### config.mk
export PLATFORM = sky130hd
export DESIGN_NAME = cpu_trace_buffer
export DESIGN_NICKNAME = d
export VERILOG_FILES = /design/src/rtl/cpu_trace_buffer_pkg.sv /design/src/rtl/cpu_trace_buffer_fifo.sv /design/src/rtl/cpu_trace_buffer.sv
export SDC_FILE = /design/constraint.sdc
export NUM_CORES = 1
export LEC_CHECK = 0
export CORE_MARGIN = 1.5
export CORE_UTILIZATION = 55
export DETAILED_ROUTE_END_ITERATION = 7
export PLACE_DENSITY_LB_ADDON = 0.05
export SYNTH_ARGS = -nofsm -noshare
export SYNTH_HDL_FRONTEND = slang
export SYNTH_SLANG_ARGS = --single-unit
export TNS_END_PERCENT = 10
### constraint.sdc
create_clock -name i_clk -period 15.45 [get_ports i_clk]
set_input_delay 4.635 -clock i_clk [delete_from_list [all_inputs] [get_ports i_clk]]
set_output_delay 4.635 -clock i_clk [all_outputs]
set_load 0.02 [all_outputs]
### src/rtl/cpu_trace_buffer_pkg.sv
// Shared definitions for the CPU trace buffer: capture modes, FSM states,
// and the packed entry width.
package cpu_trace_buffer_pkg;

   typedef enum logic [1:0] {
      MODE_OFF    = 2'd0,
      MODE_INSTR  = 2'd1,
      MODE_BRANCH = 2'd2,
      MODE_TRIG   = 2'd3
   } mode_e;

   typedef enum logic [1:0] {
      ST_IDLE    = 2'd0,
      ST_ARMED   = 2'd1,
      ST_CAPTURE = 2'd2,
      ST_DONE    = 2'd3
   } state_e;

   // Entry layout, MSB first: {change_pc, state, pc, instruction}
   function automatic int entry_width(int pc_w, int instr_w, int state_w);
      return 1 + state_w + pc_w + instr_w;
   endfunction

endpackage

### src/rtl/cpu_trace_buffer_fifo.sv
// Trace entry FIFO. A push into a full FIFO is accepted only when a pop
// frees a slot in the same cycle; otherwise it is reported on o_drop.
module trace_fifo #(
   parameter  int DEPTH = 16,
   parameter  int WIDTH = 8,
   localparam int AW    = $clog2(DEPTH)
) (
   input  logic             i_clk,
   input  logic             i_reset,
   input  logic             i_push,
   input  logic [WIDTH-1:0] i_wdata,
   input  logic             i_pop,
   output logic [WIDTH-1:0] o_rdata,
   output logic             o_valid,
   output logic [AW:0]      o_level,
   output logic             o_drop
);

   localparam logic [AW:0] FULL_LEVEL = (AW+1)'(DEPTH);

   logic [WIDTH-1:0] r_mem [DEPTH];
   logic [AW-1:0]    r_wr_ptr;
   logic [AW-1:0]    r_rd_ptr;
   logic [AW:0]      r_level;
   logic             w_pop;
   logic             w_push;

   assign w_pop  = i_pop && (r_level != '0);
   assign w_push = i_push && ((r_level != FULL_LEVEL) || w_pop);

   // NOTE: sequential state uses non-blocking assignments so every register samples pre-edge values.
   always_ff @(posedge i_clk) begin
      if (!i_reset) begin
         r_wr_ptr <= '0;
         r_rd_ptr <= '0;
         r_level  <= '0;
      end else begin
         if (w_push) r_wr_ptr <= r_wr_ptr + AW'(1);
         if (w_pop)  r_rd_ptr <= r_rd_ptr + AW'(1);
         case ({w_push, w_pop})
            2'b10:   r_level <= r_level + (AW+1)'(1);
            2'b01:   r_level <= r_level - (AW+1)'(1);
            default: r_level <= r_level;
         endcase
      end
   end

   // NOTE: storage is not reset; r_level alone decides which slots hold valid data.
   always_ff @(posedge i_clk) begin
      if (w_push) r_mem[r_wr_ptr] <= i_wdata;
   end

   assign o_rdata = r_mem[r_rd_ptr];
   assign o_valid = (r_level != '0);
   assign o_level = r_level;
   assign o_drop  = i_push && !w_push;

endmodule

### src/rtl/cpu_trace_buffer.sv
// Trace capture buffer for the multi-cycle CPU: detects instruction/branch
// events on the debug taps, filters them by mode and PC trigger, and queues them.
module cpu_trace_buffer
   import cpu_trace_buffer_pkg::*;
#(
   parameter  int PC_W        = 16,
   parameter  int INSTR_W     = 32,
   parameter  int STATE_W     = 2,
   parameter  int FETCH_STATE = 0,
   parameter  int DEPTH       = 16,
   parameter  int CNT_W       = 8,
   parameter  int DROP_W      = 8,
   localparam int ENTRY_W     = entry_width(PC_W, INSTR_W, STATE_W),
   localparam int LVL_W       = $clog2(DEPTH) + 1
) (
   input  logic               i_clk,
   input  logic               i_reset,
   input  logic               i_start,
   input  logic               i_stop,
   input  logic [1:0]         i_mode,
   input  logic [PC_W-1:0]    i_trig_pc,
   input  logic [CNT_W-1:0]   i_post_count,
   input  logic [PC_W-1:0]    i_dbg_pc,
   input  logic [INSTR_W-1:0] i_dbg_instruction,
   input  logic [STATE_W-1:0] i_dbg_state,
   input  logic               i_dbg_change_pc,
   output logic               o_rd_valid,
   input  logic               i_rd_ready,
   output logic [ENTRY_W-1:0] o_rd_data,
   output logic [LVL_W-1:0]   o_level,
   output logic               o_busy,
   output logic               o_done,
   output logic               o_overflow,
   output logic [DROP_W-1:0]  o_drop_count
);

   localparam logic [STATE_W-1:0] FETCH = STATE_W'(FETCH_STATE);

   state_e             r_state;
   mode_e              r_mode;
   logic [PC_W-1:0]    r_trig_pc;
   logic [CNT_W-1:0]   r_cnt;
   logic               r_busy;
   logic               r_done;
   logic               r_overflow;
   logic [DROP_W-1:0]  r_drop_count;
   logic [STATE_W-1:0] r_prev_state;
   logic               r_prev_change_pc;

   logic               w_instr_evt;
   logic               w_branch_evt;
   logic               w_push;
   logic               w_drop;
   logic [ENTRY_W-1:0] w_entry;

   assign w_instr_evt  = (i_dbg_state == FETCH) && (r_prev_state != FETCH);
   assign w_branch_evt = i_dbg_change_pc && !r_prev_change_pc;
   assign w_entry      = {i_dbg_change_pc, i_dbg_state, i_dbg_pc, i_dbg_instruction};

   // A stop wins over any event in the same cycle.
   // NOTE: default assignment first so no path through always_comb leaves w_push unassigned (no latch).
   always_comb begin
      w_push = 1'b0;
      case (r_state)
         ST_ARMED:   w_push = !i_stop && w_instr_evt && (i_dbg_pc == r_trig_pc);
         ST_CAPTURE: w_push = !i_stop && ((r_mode == MODE_BRANCH) ? w_branch_evt : w_instr_evt);
         default:    w_push = 1'b0;
      endcase
   end

   always_ff @(posedge i_clk) begin
      if (!i_reset) begin
         r_state          <= ST_IDLE;
         r_mode           <= MODE_OFF;
         r_trig_pc        <= '0;
         r_cnt            <= '0;
         r_busy           <= 1'b0;
         r_done           <= 1'b0;
         r_overflow       <= 1'b0;
         r_drop_count     <= '0;
         r_prev_state     <= '0;
         r_prev_change_pc <= 1'b0;
      end else begin
         r_prev_state     <= i_dbg_state;
         r_prev_change_pc <= i_dbg_change_pc;
         if (w_drop) begin
            r_overflow <= 1'b1;
            if (r_drop_count != '1) r_drop_count <= r_drop_count + DROP_W'(1);
         end
         case (r_state)
            ST_IDLE, ST_DONE: begin
               if (i_start && (mode_e'(i_mode) != MODE_OFF)) begin
                  r_mode       <= mode_e'(i_mode);
                  r_trig_pc    <= i_trig_pc;
                  r_cnt        <= i_post_count;
                  r_overflow   <= 1'b0;
                  r_drop_count <= '0;
                  r_busy       <= 1'b1;
                  r_done       <= 1'b0;
                  r_state      <= (mode_e'(i_mode) == MODE_TRIG) ? ST_ARMED : ST_CAPTURE;
               end
            end
            ST_ARMED: begin
               if (i_stop || (w_push && (r_cnt == '0))) begin
                  r_state <= ST_DONE;
                  r_busy  <= 1'b0;
                  r_done  <= 1'b1;
               end else if (w_push) begin
                  r_state <= ST_CAPTURE;
               end
            end
            ST_CAPTURE: begin
               if (i_stop || (w_push && (r_mode == MODE_TRIG) && (r_cnt == CNT_W'(1)))) begin
                  r_state <= ST_DONE;
                  r_busy  <= 1'b0;
                  r_done  <= 1'b1;
               end
               // Post-trigger budget counts attempts, so dropped entries still consume it.
               if (w_push && (r_mode == MODE_TRIG)) r_cnt <= r_cnt - CNT_W'(1);
            end
            default: r_state <= ST_IDLE;
         endcase
      end
   end

   trace_fifo #(
      .DEPTH (DEPTH),
      .WIDTH (ENTRY_W)
   ) u_fifo (
      .i_clk   (i_clk),
      .i_reset (i_reset),
      .i_push  (w_push),
      .i_wdata (w_entry),
      .i_pop   (i_rd_ready),
      .o_rdata (o_rd_data),
      .o_valid (o_rd_valid),
      .o_level (o_level),
      .o_drop  (w_drop)
   );

   assign o_busy       = r_busy;
   assign o_done       = r_done;
   assign o_overflow   = r_overflow;
   assign o_drop_count = r_drop_count;

endmodule

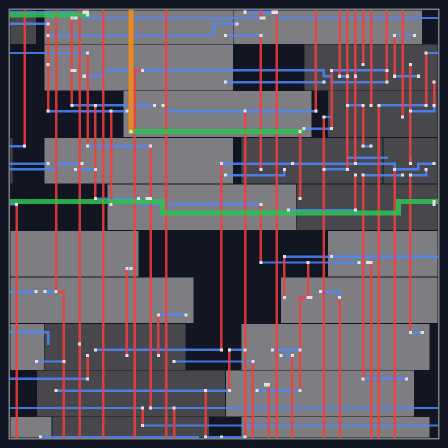
**Above:** zoomed window.
Window x 113 to 138, y 113 to 138 µm. Cells in grey, sequential cells in the stronger grey; small squares are vias.
[blue] met1
[green] met3
[red] met2
[orange] met4
netlist names of flops here include: u_fifo.r_mem (12)
most frequent: edfxtp_1 (12), mux4_2 (4)
sequential cells in the window: 12
cells with their middle in the window: 19

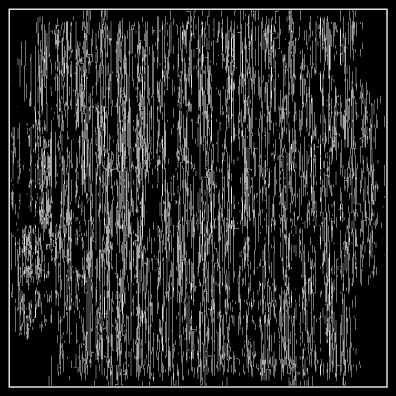
**Above:** met2 routing.
(1.5 px per µm)
main direction: vertical
wire length on this layer: 35.4 mm
longest straight run: 94.2 µm
nets with wire on the layer: 1614
share of all routed wire: 49%
DR vias: 15800
Routed WL: 71600 µm
met2 Usage GRT: 37.9%

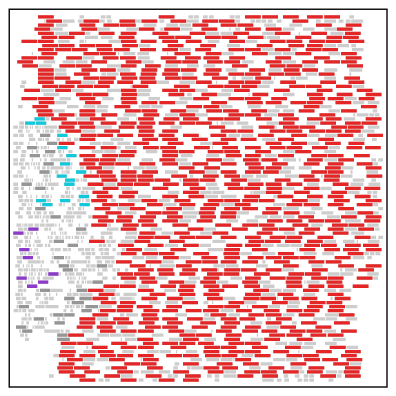
**Above:** where the registers sit.
(1.5 px per µm) Other sequential cells in the stronger grey, the rest of the logic in the fainter grey.
[purple] r_cnt | flops: 8
[red] u_fifo.r_mem | flops: 816 | where: all over the die
[cyan] r_trig_pc | flops: 16 | where: middle left
not coloured: 35
flop share of the area: 65.6%
sequential power: 2630 µW
register area: 0.0257 mm²

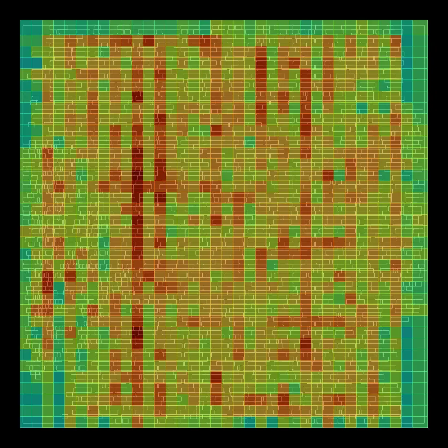
**Above:** track usage over the die.
routed length per placed instance: 27.9 µm
GR Util All Layers: 23.5%
Top Usage Layer GRT: met2

==> impl_metrics.json <==
{
  "startpoint_type": "flop",
  "arrival_ns": 5.03,
  "overflow": 0,
  "synthSimpleGateAreaFrac_pct": 2.89,
  "cts_buffers": 87,
  "finalCriticalPeriod_ns": 9.66,
  "ys_types": 61,
  "max_cap_violations": 0,
  "layout_top_cell": "edfxtp_1",
  "synthCells": 1522,
  "status": "finished clean",
  "xor_area_share_pct": 0.674,
  "rsz0062_at_grt": "false",
  "setup_violations": 0,
  "finalPower_uw": 5130,
  "met1_usage_pct": 33.7,
  "worstRegToRegCells": 9,
  "port_buffers": 149,
  "synth-edff-count": 816,
  "min_period_over_period_pct": 62.5,
  "synth-main-ff-cell": "edfxtp_1",
  "relSlewSlack_pct": 20.9,
  "chip_area_mm2": 0.0629,
  "dp.cells": 2407,
  "root_buffer": "clkbuf_16",
  "critPathRequiredTime_ns": 10.82,
  "clock_power_share_pct": 41.6,
  "ff2ff_setup_slack_ns": 11.39,
  "cpPeakStageDelay_ns": 0.88,
  "fin_worst_skew_ns": 0.0192,
  "common_cells": "816 x edfxtp_1, 255 x mux4_2, 70 x nand2_1",
  "largest_area_cell": "edfxtp_1",
  "dieHeight_um": 251
}
Power is estimated from default activity; no workload was simulated.
